[config.mk]
export PLATFORM = sky130hd
export DESIGN_NAME = usrclk_active_monitor
export DESIGN_NICKNAME = d
export VERILOG_FILES = /design/src/rtl/usrclk_active_monitor.sv
export SDC_FILE = /design/constraint.sdc
export NUM_CORES = 1
export LEC_CHECK = 0
export CAP_MARGIN = 40
export CORE_AREA = 2 2 98 53
export DETAILED_ROUTE_END_ITERATION = 8
export DIE_AREA = 0 0 100 55
export MAX_ROUTING_LAYER = met4
export PLACE_DENSITY = 0.74
export SYNTH_ARGS = -nofsm -noshare
export SYNTH_HDL_FRONTEND = slang
export SYNTH_SLANG_ARGS = --single-unit
[constraint.sdc]
create_clock -name clk -period 1.95 [get_ports clk]
set_clock_uncertainty 0.05 [all_clocks]
set_input_delay 0.4875 -clock clk [delete_from_list [all_inputs] [get_ports clk]]
set_output_delay 0.4875 -clock clk [all_outputs]
set_load 0.05 [all_outputs]
[src/rtl/usrclk_active_monitor.sv]
// usrclk_active_monitor: per-channel GT user-clock activity monitor over fixed clk windows.
// Define USRCLK_MON_FREQ_CHECK_EN to qualify windows on MIN_EDGES..MAX_EDGES instead of any edge.
module usrclk_active_monitor #(
    parameter int NUM_CH         = 4,
    parameter int WINDOW         = 1024,
    parameter int STABLE_WINDOWS = 4,
    parameter int MIN_EDGES      = 1,
    parameter int MAX_EDGES      = WINDOW
) (
    input  logic              clk,
    input  logic              rst,
    input  logic [NUM_CH-1:0] clk_toggle,
    input  logic [NUM_CH-1:0] ch_enable,
    output logic [NUM_CH-1:0] ch_active,
    output logic              all_active,
    output logic [NUM_CH-1:0] lost_pulse
);
    localparam int WW = $clog2(WINDOW);
`ifdef USRCLK_MON_FREQ_CHECK_EN
    localparam int CW = $clog2(WINDOW + 1);
`else
    localparam int CW = 1;
`endif
    localparam int GW = $clog2(STABLE_WINDOWS + 1);
    typedef enum logic [1:0] {LOST, CHECK, ACTIVE} state_t;
    (* ASYNC_REG = "TRUE" *) logic [NUM_CH-1:0] r_sync1;
    (* ASYNC_REG = "TRUE" *) logic [NUM_CH-1:0] r_sync2;
    logic [NUM_CH-1:0] r_sync3;
    logic [NUM_CH-1:0] r_part;
    logic [WW-1:0]     r_win;
    logic [CW-1:0]     r_cnt [NUM_CH];
    logic [CW-1:0]     w_cnt [NUM_CH];
    logic [GW-1:0]     r_good [NUM_CH];
    logic [GW-1:0]     w_good_nx [NUM_CH];
    state_t            r_state [NUM_CH];
    state_t            w_state_nx [NUM_CH];
    logic [NUM_CH-1:0] w_edge, w_ok, w_act_nx, w_lost_nx;
    logic              w_win_end;
    assign w_edge    = r_sync2 ^ r_sync3;
    assign w_win_end = r_win == WW'(WINDOW - 1);
    // r_part marks a window in which the channel was disabled at some point; such a window is never good
    always_comb begin
        for (int i = 0; i < NUM_CH; i++) begin
            w_cnt[i] = &r_cnt[i] ? r_cnt[i] : r_cnt[i] + CW'(w_edge[i]);
`ifdef USRCLK_MON_FREQ_CHECK_EN
            w_ok[i] = !r_part[i] && w_cnt[i] >= CW'(MIN_EDGES) && w_cnt[i] <= CW'(MAX_EDGES);
`else
            w_ok[i] = !r_part[i] && w_cnt[i] != '0;
`endif
            w_state_nx[i] = r_state[i];
            w_good_nx[i]  = r_good[i];
            if (!ch_enable[i]) begin
                w_state_nx[i] = LOST;
                w_good_nx[i]  = '0;
            end else if (w_win_end) begin
                if (!w_ok[i]) begin
                    w_state_nx[i] = LOST;
                    w_good_nx[i]  = '0;
                end else if (r_state[i] != ACTIVE) begin
                    w_good_nx[i]  = r_good[i] + 1'b1;
                    w_state_nx[i] = (w_good_nx[i] == GW'(STABLE_WINDOWS)) ? ACTIVE : CHECK;
                end
            end
            w_act_nx[i]  = w_state_nx[i] == ACTIVE;
            w_lost_nx[i] = ch_enable[i] && r_state[i] == ACTIVE && w_state_nx[i] == LOST;
        end
    end
    always_ff @(posedge clk) begin
        if (rst) begin
            r_sync1    <= '0;
            r_sync2    <= '0;
            r_sync3    <= '0;
            r_part     <= '0;
            r_win      <= '0;
            ch_active  <= '0;
            all_active <= 1'b0;
            lost_pulse <= '0;
            for (int i = 0; i < NUM_CH; i++) begin
                r_cnt[i]   <= '0;
                r_good[i]  <= '0;
                r_state[i] <= LOST;
            end
        end else begin
            r_sync1    <= clk_toggle;
            r_sync2    <= r_sync1;
            r_sync3    <= r_sync2;
            r_part     <= w_win_end ? '0 : r_part | ~ch_enable;
            r_win      <= w_win_end ? '0 : r_win + 1'b1;
            ch_active  <= w_act_nx;
            all_active <= |ch_enable && &(w_act_nx | ~ch_enable);
            lost_pulse <= w_lost_nx;
            for (int i = 0; i < NUM_CH; i++) begin
                r_cnt[i]   <= (w_win_end || !ch_enable[i]) ? '0 : w_cnt[i];
                r_good[i]  <= w_good_nx[i];
                r_state[i] <= w_state_nx[i];
            end
        end
    end
endmodule

Fig. 1: clock wires, drivers and flops
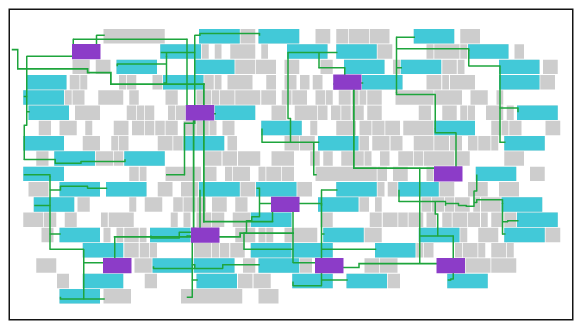
[cyan] flip-flops | count: 59
[green] clock wires | length: 785 µm
[purple] cells driving clock nets | count: 9
flops lie: widely spread
routed clock nets: 10

Fig. 2: wiring by layer
The bar under the picture is 20 µm long.
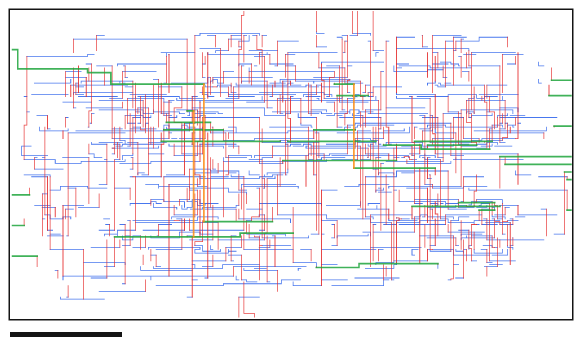
| color | layer | wire length |
|---|---|---|
| red | met2 | 1,990 µm |
| blue | met1 | 2,610 µm |
| orange | met4 | 61.9 µm |
| green | met3 | 328 µm |

==> impl_metrics.py <==
# Metrics from the implementation run
metrics = {
    "critical_path": {
        "required_ns": 2.14,
        "worstSetupPathType": "flip-flop to flip-flop",
        "critPathLaunch": "r_win[8]",
        "start_kind": "flip-flop",
        "worst-path-stages": 6,
        "reg2reg_from": "r_win[8]",
    },
    "floorplan": {
        "fp_util_pct": 52.14,
        "fp.coreArea_um2": 4684,
    },
    "timing": {
        "finalCriticalPeriod_ns": 1.851,
        "worstMarginPinSlew_ns": 0.4321,
        "maxSlewViolCount": 0,
        "max_slew_margin_pct": 70.99,
    },
    "logic_synthesis": {
        "yosys_area_um2": 2442,
        "synthDistinctLibCells": 45,
        "ys_sh_simple_pct": 20.75,
    },
    "power_and_ir_drop": {
        "finalPower_mw": 2.812,
        "power_density_nw_per_um2": 905.4,
    },
    "status": {
        "status": "completed",
    },
    "routing": {
        "first_pass_iters": 4,
        "dr.first_iter.drc_count": 92,
        "vias_per_cell": 5.236,
        "vias": 1953,
        "dr_wl_met2_um": 1991,
        "top_layer": "met4",
        "drc": 0,
    },
    "cells_and_area": {
        "top_register": "r_good",
        "layout_top_cells": "dfxtp_1 (59), buf_4 (32), nor2_1 (31)",
        "diodes": 0,
        "nNetsFinal": 327,
    },
    "clock_network": {
        "numCtsBuffers": 9,
        "cts_hold_buf": 0,
    },
    "hold_path": {
        "hp-start": "r_sync1[1]",
    },
}
Fig. 3: nets reached from selected ports
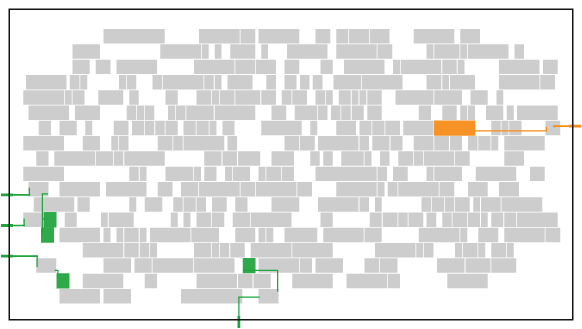
| color | port | bits | direction | edge | end cells | buffers | wire |
|---|---|---|---|---|---|---|---|
| green | clk_toggle | 4 | input | 3 left, 1 bottom | 4 | 4 | 41.7 µm |
| orange | all_active | 1 | output | right | 1 | 1 | 16.7 µm |

[synthesized netlist by cell type (2+ instances only)]
| master | n |
|---|---|
| nor2b_1 | 18 |
| nand3_1 | 9 |
| a2bb2oi_1 | 2 |
| a21o_1 | 2 |
| inv_1 | 16 |
| o21ai_1 | 2 |
| ha_1 | 9 |
| nand2b_1 | 8 |
| nand4_1 | 2 |
| a22oi_1 | 5 |
| xnor2_1 | 7 |
| nor2_1 | 31 |
| mux2i_1 | 3 |
| a211oi_1 | 6 |
| clkbuf_1 | 2 |
| a32o_1 | 2 |
| xor2_1 | 6 |
| nor4_1 | 4 |
| and3_1 | 3 |
| a21oi_1 | 17 |
| and2_1 | 2 |
| nor3_1 | 2 |
| a221oi_1 | 2 |
| dfxtp_1 | 59 |
| nor3_2 | 2 |
| buf_2 | 3 |
| o21ai_0 | 13 |
| nand2_1 | 8 |
[cell type report]
cell class / count / share of cell area (%)
flip-flops and latches: 59 / 38.03
multi-input cells: 179 / 37.87
repair buffers: 43 / 11.36
clock buffers: 12 / 5.318
clock inverters: 4 / 3.062
well taps: 60 / 2.417
inverters: 16 / 1.934
[report_power, final]
part | total, mW | internal (mW) | switching (mW) | leakage, nW
Sequential | 1.24 | 1.23 | 0.0128 | 0.479
Combinational | 0.145 | 0.0708 | 0.0738 | 0.609
Clock | 1.42 | 0.951 | 0.474 | 0.133
Total | 2.81 | 2.25 | 0.560 | 1.22
[stage by stage]
stage	std cells	setup WS, ns	utilization (%)
final	373	0.09929	66.29
after global routing	373	-0.02178	66.29
after CTS	373	0.01355	65.71
after detailed placement	357	-0.2115	60.15
after global placement	357	-0.1828	60.15
after floorplan	262	0.1554	-
Power and IR drop assume default switching activity.
